Run 1, clock network drawn from the DEF:
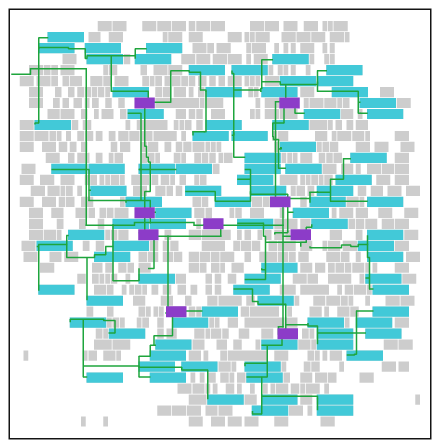
Run 1, I/O pins on the die edge:
Pins as bars across the die edge, other pins in gray.
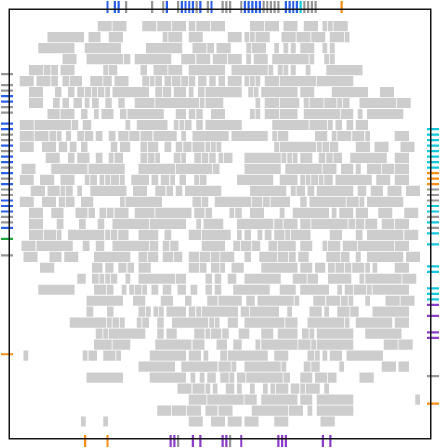
Run 1, placement view:
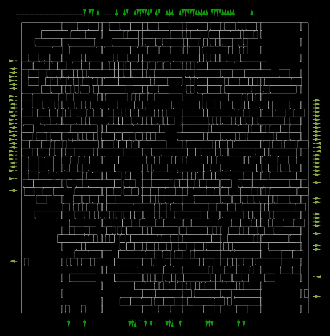
Run 1, signal wires by layer:
Scale bar: 20 um.
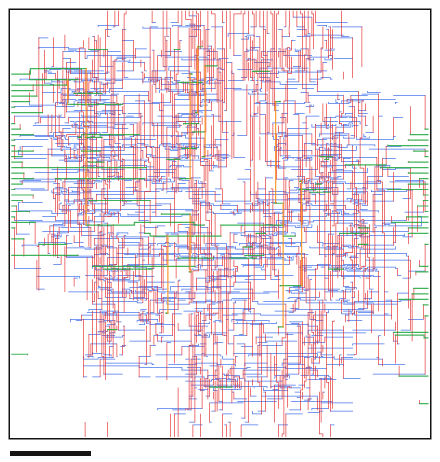
$ cat src/rtl/sd_bin_writer_if.sv
// sd_bin_writer_if: BRAM read port plus sd_controller write side seen by sd_bin_writer
interface sd_bin_writer_if;
  logic [18:0] bram_addr;
  logic [2:0]  bram_dout;
  logic        sd_ready;
  logic        sd_ready_for_next_byte;
  logic        sd_wr;
  logic [7:0]  sd_din;
  logic [31:0] sd_addr;
  modport master (output bram_addr, sd_wr, sd_din, sd_addr, input bram_dout, sd_ready, sd_ready_for_next_byte);
  modport slave  (input bram_addr, sd_wr, sd_din, sd_addr, output bram_dout, sd_ready, sd_ready_for_next_byte);
endinterface

$ cat src/rtl/sd_bin_writer.sv
// sd_bin_writer: streams xy_bin BRAM bins into SD sectors, zero-padding the last one.
// SD_BIN_PACK2_EN packs two pixels per byte (even pixel in the low nibble).
module sd_bin_writer #(
  parameter int NUM_PIXELS = 307200,
  parameter int BRAM_LAT   = 2,
  parameter int SECT_BYTES = 512,
  parameter int ADDR_STEP  = 512
) (
  input  logic        clk,
  input  logic        reset_n,
  input  logic        start,
  input  logic [31:0] base_addr,
  output logic        busy,
  output logic        done,
  output logic [15:0] sectors_written,
  sd_bin_writer_if.master bus
);
`ifdef SD_BIN_PACK2_EN
  localparam bit PACK2 = 1'b1;
`else
  localparam bit PACK2 = 1'b0;
`endif
  localparam int BW = $clog2(SECT_BYTES + 1);
  localparam int LW = $clog2(BRAM_LAT + 1);
  typedef enum logic [2:0] {IDLE, FETCH, WAIT_RDY, STREAM, SECT_WAIT, DONE} state_t;
  state_t        state;
  logic [19:0]   pix;
  logic [BW-1:0] byte_cnt;
  logic [LW-1:0] lat_cnt;
  logic          rfnb_q, seen_low, half;
  logic [3:0]    lo;
  logic          end_pix, rfnb_rise;
  logic [2:0]    bin;
  assign end_pix   = pix >= 20'(NUM_PIXELS);
  assign rfnb_rise = bus.sd_ready_for_next_byte & ~rfnb_q;
  assign bin       = end_pix ? 3'd0 : bus.bram_dout;
  assign bus.bram_addr = pix[18:0];
  always_ff @(posedge clk or negedge reset_n) begin
    if (!reset_n) begin
      state           <= IDLE;
      pix             <= '0;
      byte_cnt        <= '0;
      lat_cnt         <= '0;
      rfnb_q          <= 1'b0;
      seen_low        <= 1'b0;
      half            <= 1'b0;
      lo              <= '0;
      busy            <= 1'b0;
      done            <= 1'b0;
      sectors_written <= '0;
      bus.sd_wr       <= 1'b0;
      bus.sd_din      <= '0;
      bus.sd_addr     <= '0;
    end else begin
      rfnb_q <= bus.sd_ready_for_next_byte;
      case (state)
        IDLE: if (start) begin
          bus.sd_addr     <= base_addr;
          pix             <= '0;
          byte_cnt        <= '0;
          lat_cnt         <= '0;
          half            <= 1'b0;
          sectors_written <= '0;
          busy            <= 1'b1;
          done            <= 1'b0;
          state           <= FETCH;
        end
        FETCH: begin
          // pix drives bram_addr directly, so each read waits BRAM_LAT cycles after pix settles
          if (!end_pix && lat_cnt != LW'(BRAM_LAT)) lat_cnt <= lat_cnt + 1'b1;
          else begin
            lat_cnt <= '0;
            if (!end_pix) pix <= pix + 1'b1;
            if (PACK2 && !half) begin
              half <= 1'b1;
              lo   <= {1'b0, bin};
            end else begin
              half       <= 1'b0;
              bus.sd_din <= PACK2 ? {1'b0, bin, lo} : {5'b0, bin};
              state      <= byte_cnt == '0 ? WAIT_RDY : STREAM;
            end
          end
        end
        WAIT_RDY: if (bus.sd_ready) begin
          bus.sd_wr <= 1'b1;
          state     <= STREAM;
        end
        STREAM: if (rfnb_rise) begin
          byte_cnt <= byte_cnt + 1'b1;
          if (byte_cnt == BW'(SECT_BYTES - 1)) begin
            bus.sd_wr <= 1'b0;
            seen_low  <= 1'b0;
            state     <= SECT_WAIT;
          end else state <= FETCH;
        end
        SECT_WAIT: begin
          // the card reports the sector committed by dropping then raising ready
          if (!bus.sd_ready) seen_low <= 1'b1;
          else if (seen_low) begin
            sectors_written <= sectors_written + 1'b1;
            if (end_pix) begin
              busy  <= 1'b0;
              done  <= 1'b1;
              state <= DONE;
            end else begin
              bus.sd_addr <= bus.sd_addr + 32'(ADDR_STEP);
              byte_cnt    <= '0;
              state       <= FETCH;
            end
          end
        end
        DONE:    state <= IDLE;
        default: state <= IDLE;
      endcase
    end
  end
endmodule
$ cat src/flat_wrapper.sv
// flat-port wrapper written by rule: the top's interface ports become plain ports
module sd_bin_writer_flat 
#(
  parameter int NUM_PIXELS = 307200,
  parameter int BRAM_LAT   = 2,
  parameter int SECT_BYTES = 512,
  parameter int ADDR_STEP  = 512
)
  (clk, reset_n, start, base_addr, busy, done, sectors_written, bus_bram_addr, bus_sd_wr, bus_sd_din, bus_sd_addr, bus_bram_dout, bus_sd_ready, bus_sd_ready_for_next_byte);
  sd_bin_writer_if bus_i ();
  input  logic clk;
  input  logic reset_n;
  input  logic start;
  input  logic [31:0] base_addr;
  output logic busy;
  output logic done;
  output logic [15:0] sectors_written;
  output wire logic [$bits(bus_i.bram_addr)-1:0] bus_bram_addr;
  output wire logic [$bits(bus_i.sd_wr)-1:0] bus_sd_wr;
  output wire logic [$bits(bus_i.sd_din)-1:0] bus_sd_din;
  output wire logic [$bits(bus_i.sd_addr)-1:0] bus_sd_addr;
  input wire logic [$bits(bus_i.bram_dout)-1:0] bus_bram_dout;
  input wire logic [$bits(bus_i.sd_ready)-1:0] bus_sd_ready;
  input wire logic [$bits(bus_i.sd_ready_for_next_byte)-1:0] bus_sd_ready_for_next_byte;
  assign bus_bram_addr = bus_i.bram_addr;
  assign bus_sd_wr = bus_i.sd_wr;
  assign bus_sd_din = bus_i.sd_din;
  assign bus_sd_addr = bus_i.sd_addr;
  assign bus_i.bram_dout = bus_bram_dout;
  assign bus_i.sd_ready = bus_sd_ready;
  assign bus_i.sd_ready_for_next_byte = bus_sd_ready_for_next_byte;
  sd_bin_writer #(.NUM_PIXELS(NUM_PIXELS), .BRAM_LAT(BRAM_LAT), .SECT_BYTES(SECT_BYTES), .ADDR_STEP(ADDR_STEP)) u_core (.clk(clk), .reset_n(reset_n), .start(start), .base_addr(base_addr), .busy(busy), .done(done), .sectors_written(sectors_written), .bus(bus_i));
endmodule
$ cat config.mk
export PLATFORM = sky130hd
export DESIGN_NAME = sd_bin_writer_flat
export DESIGN_NICKNAME = d
export VERILOG_FILES = /design/src/rtl/sd_bin_writer_if.sv /design/src/rtl/sd_bin_writer.sv /design/src/flat_wrapper.sv
export SDC_FILE = /design/constraint.sdc
export NUM_CORES = 1
export LEC_CHECK = 0
export CAP_MARGIN = 10
export CORE_AREA = 2 2 102 104
export CTS_BUF_LIST = sky130_fd_sc_hd__clkbuf_8
export CTS_CLUSTER_SIZE = 20
export DETAILED_ROUTE_END_ITERATION = 16
export DIE_AREA = 0 0 104 106
export PLACE_DENSITY = 0.81
export SLEW_MARGIN = 20
export SYNTH_ARGS = -nofsm -noshare
export SYNTH_HDL_FRONTEND = slang
export SYNTH_SLANG_ARGS = --single-unit
$ cat constraint.sdc
create_clock -name clk -period 2.34 [get_ports clk]
set_input_delay 0.468 -clock clk [delete_from_list [all_inputs] [get_ports clk]]
set_output_delay 0.468 -clock clk [all_outputs]
set_load 0.02 [all_outputs]
==> run notes, run 1 <==
flow finished, numbers: post-synth area from yosys stat between 5000 and 6000 sq um, total vias in the final route ~4500, post_cts resized 0, metal2 WL between 6000 and 7000 um, Avg Synthesized Cell Area 9.12 sq um, die x size 104 um, post-layout period usage 89.8%, dpl cells between 700 and 800, CP max FO 13, Synth warnings 0, CTS tree yes, setup bufs post-CTS 0, outcome finished clean, CTS Sinks between 90 and 100, family with the most delay on the worst path simple AND/OR/NAND/NOR gates, Max Fclk 476 MHz, minimum clock period between 2 and 2.5 ns, min setup slack post-route roughly 0.24 ns, Setup TNS Final 0 ns, Worst R2R Path Depth 5, first-pass GRT wire length between 20000 and 25000 um
Notes on 'clock network drawn from the DEF' above:
Key: clock drivers = purple [count 9]; flip-flops = cyan [count 91]; clock wires = green [length 1050 um]
Position of the flops: widely spread. There are 10 routed clock nets.
worst clock skew: 0.00936 ns
clk latency late pin: 0.36 ns
P_clk: 1.08 mW
power share of the clock group: 16.3%

Notes on 'I/O pins on the die edge' above:
Key: base_addr = blue [pins 32, direction input, edge 19 north, 13 west]; bus_sd_ready_for_next_byte = green [pins 1, direction input, edge west]; sectors_written = purple [pins 16, direction output, edge 12 south, 4 east]; bus_bram_addr = cyan [pins 19, direction output, edge 18 east, 1 north]; bus_sd_din = orange [pins 8, direction output, edge 4 east, 2 south, 1 north, 1 west]
All pins by edge: 40 north, 32 east, 30 west, 16 south.
Port Buffers: 112
Vert. Die Dim: 106 um

Notes on 'placement view' above:
Seq area share: 35.6%
flip-flops: 91
Final Util: 63.9%
Core Box Area: 10000 sq um

Notes on 'signal wires by layer' above:
Key: metal 3 = green [wire length 646 um]; metal 2 = red [wire length 6220 um]; metal 4 = orange [wire length 224 um]; metal 1 = blue [wire length 5210 um]

run 1: report_power, final:
part	internal [mW]	switching [mW]	total [mW]	leakage (nW)
Clock	0.502	0.576	1.08	0.0981
Combinational	1.31	1.49	2.81	1.39
Sequential	2.07	0.638	2.71	1.16
run 1: flip-flops by register name, summed over array words and instances (netlist names):
signal,count
u_core.sectors_written,16
u_core.busy,1
u_core.pix,20
u_core.state,3
u_core.rfnb_q,1
u_core.seen_low,1
u_core.bus.sd_addr,32
u_core.byte_cnt,10
u_core.bus.sd_din,3
u_core.lat_cnt,2
u_core.bus.sd_wr,1
u_core.done,1
run 1: synthesized netlist by cell type, drive strengths merged, types with 3 or more instances:
cell     number  area, sq um
xor2         13          114
a2bb2oi       6         52.6
o31ai         7         52.6
nor3         14          123
nand4        10         68.8
nor4          5         46.3
a22o          5         43.8
dfrtp        91         2280
nand2        79          297
and4          4         35.0
a31oi         8         50.1
nand3        35          175
or2           4         25.0
inv          10         37.5
clkbuf       12         46.3
xnor2        14          123
and2          3         18.8
a21oi        43          238
o21ai        41          209
nand2b        4         25.0
nor2         51          196
buf          37          277
and3          9         56.3
ha            7         87.6
o22ai         7         43.8
run 1: placed cells by master (no fill, tap or decap), drive strengths merged, types with 6 or more instances in the layout:
cell type      instances
clkdlybuf4s50        111
a2bb2oi                6
xor2                  13
nand4                 10
nand2                 79
nor3                  14
a21oi                 43
and3                   9
nand3                 35
o21ai                 41
ha                     7
a31oi                  8
nor2                  51
buf                   17
dfrtp                 91
clkbuf                 9
o22ai                  7
inv                   14
o31ai                  7
xnor2                 14
run 1: cell type report:
class,instances,area (sq um),area share [%]
clock buffer,9,124,1.94
multi-input combinational,408,2430,38.0
sequential,91,2280,35.6
inverter,10,37.5,0.587
clock inverter,7,75.1,1.17
tap,136,170,2.66
timing repair buffer,128,1280,20.0
run 1: worst register-to-register path, delay by kind of cell, from the launching register on:
kind,cells,cell delay [ns]
AOI/OAI and AO/OA,1,0.59
xor gates and xnor gates,1,0.19
DFF,1,0.60
and+or+nand+nor,3,0.61
run 1: per-stage QoR:
| stage | hold slack, ns | total power, mW |
|---|---|---|
| floorplan | 0.172 | 4.31 |
| global placement | 0.439 | 5.42 |
| detailed placement | 0.436 | 5.53 |
| CTS | 0.0403 | 6.62 |
| global route | 0.0537 | 6.99 |
| finish | 0.0371 | 6.59 |
run 1: per-layer routing:
layer	GRT usage [%]	vias to the layer above
met1	28.9	2178
met2	38.2	167
li1	-	2131
met5	0	-
met4	9.36	0
met3	3.74	22
run 1: cell families after synthesis:
family                   count (synthesis)  share of synthesized area, %
buffers and inverters                   59                          7.13
XOR/XNOR                                27                          4.68
flip-flops                              91                          45.1
multiplexers                             2                         0.396
adder cells (fa/ha/maj)                  7                          1.73
AND/OR/NAND/NOR                        227                          22.6
AND-OR/OR-AND                          140                          18.3
other                                    1                        0.0742
==> run 2: changes to the inputs <==
- CORE_AREA: 2 2 102 104 -> 2 2 97 109
- DIE_AREA: 0 0 104 106 -> 0 0 99 111
- PLACE_DENSITY: 0.81 -> 0.82
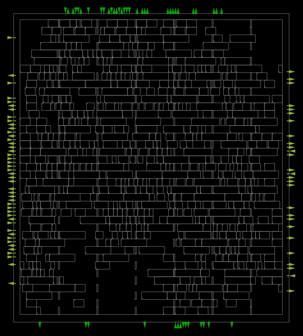
Run 2: placement view
Core Box Area: 10000 sq um
Final Util: 64.4%
fin cells: 778

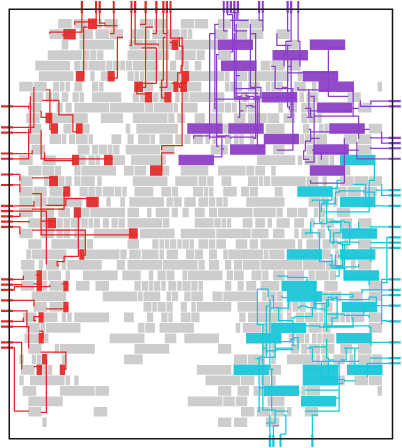
Run 2: I/O nets highlighted
Key: base_addr = red [direction input, end cells 33, buffers 32, wire 683 um]; sectors_written = purple [direction output, end cells 16, buffers 16, wire 657 um]; bus_bram_addr = cyan [direction output, end cells 19, buffers 19, wire 769 um]

==> run notes, run 2 <==
flow finished, numbers: outcome finished clean, post-synth top area share 45.1% (unchanged), CP max FO 8 (-5), Port Buffers 112 (unchanged), Hold Path Class reg -> reg, max reg flops 32 (unchanged), CTS tree yes, post_cts resized 0 (unchanged), dpl cells 761 (-1.6%), total vias in the final route 4513 (+0.33%), worst clock skew 0.0106 ns (+0.00121 ns), clk latency late pin 0.37 ns (about the same), minimum clock period 2.04 ns (-0.0655 ns), most frequent cells after synthesis dfrtp_1 (91), nand2_1 (79), nor2_1 (49), a21oi_1 (41), o21ai_0 (38), Max Fclk 491 MHz (+3.2%), Synth area leaders dfrtp_1 (45%), nand2_1 (5.9%), a21oi_1 (4.1%), buf_4 (4.0%), o21ai_0 (3.8%), Vert. Die Dim 111 um (+4.7%), Synth area leader dfrtp_1, CTS Sinks 91 (unchanged), biggest regs u_core.bus.sd_addr (32), u_core.pix (20), u_core.sectors_written (16), synth unique cells approximately 63, die x size 99 um (-4.8%), most frequent logic cell in the layout clkdlybuf4s50_1, Avg Synthesized Cell Area 9.12 sq um (unchanged), Top cells excl fill/tap clkdlybuf4s50_1 (111), dfrtp_1 (91), nand2_1 (79), nor2_1 (49), a21oi_1 (41), headroom to the max-slew limit between 50% and 60%, post-synth area from yosys stat 5050 sq um (unchanged), post-layout period usage 87.0% (-2.8 points), setup bufs post-CTS 0 (unchanged), count leader, synth dfrtp_1, Most flops, register u_core.bus.sd_addr, Tot Pwr 6.81 mW (+3.3%), Synth warnings 0 (unchanged)
## run 2: routing by layer
layer,GRT usage (%),vias up,routed length (um)
met5,0,-,0
li1,-,2129,-
met4,8.31,0,210
met2,37.2,187,6180
met1,29.7,2181,5220
met3,4.04,16,797
## run 2: cells by family after synthesis
logic type               share of synthesized area, %
AND/OR/NAND/NOR                                  22.6
buffers and inverters                            7.13
adder cells (fa/ha/maj)                          1.73
AND-OR/OR-AND                                    18.3
multiplexers                                    0.396
XOR/XNOR                                         4.68
other                                          0.0742
flip-flops                                       45.1
## run 2: power by group
part,internal [mW],total (mW),leakage [nW],switching [mW]
Combinational,1.31,2.79,1.40,1.49
Clock,0.719,1.32,0.120,0.598
Sequential,2.07,2.70,1.16,0.635
## run 2: worst max-delay path, cell delays in order, from the launching register on
cell       delay (ns)
dfrtp_1          0.42
inv_1            0.07
ha_1             0.15
and4bb_1         0.22
o2111ai_1        0.32
buf_4            0.31
nor3_2           0.23
xnor2_1          0.15
nor2_1           0.05
## run 2: path summary, 6_finish.rpt
check | start | end | slack [ns] | cells past startpoint
max reg2reg | u_core.lat_cnt[0] | u_core.pix[13] | 0.30 | 8
max | u_core.lat_cnt[0] | u_core.pix[13] | 0.30 | 8
min | u_core.bus.sd_addr[1] | u_core.bus.sd_addr[1] | 0.48 | 2
min reg2reg | u_core.bus.sd_addr[1] | u_core.bus.sd_addr[1] | 0.48 | 2
max in group asynchronous | reset_n | u_core.busy | 1.14 | 3
min in group asynchronous | reset_n | u_core.pix[7] | 0.53 | 2
## run 2: cell type report
| class | count | area, sq um |
|---|---|---|
| Clock buffer | 9 | 124 |
| Clock inverter | 7 | 124 |
| Fill cell | 799 | 3560 |
| Inverter | 10 | 37.5 |
| Multi-Input combinational cell | 408 | 2430 |
| Sequential cell | 91 | 2280 |
| Tap cell | 123 | 154 |
| Timing Repair Buffer | 130 | 1290 |
## run 2: through the flow
step | setup TNS (ns) | hold WS, ns | util [%] | instance area, sq um
final | 0 | 0.479 | 64.4 | 6440
after global routing | 0 | 0.516 | 64.4 | 6440
after CTS | 0 | 0.485 | 64.4 | 6440
after detailed placement | -0.00175 | 0.409 | 61.8 | 6180
after global placement | 0 | 0.400 | 61.8 | 6180
after floorplan | 0 | 0.172 | - | 5070
Power and IR drop assume default switching activity.
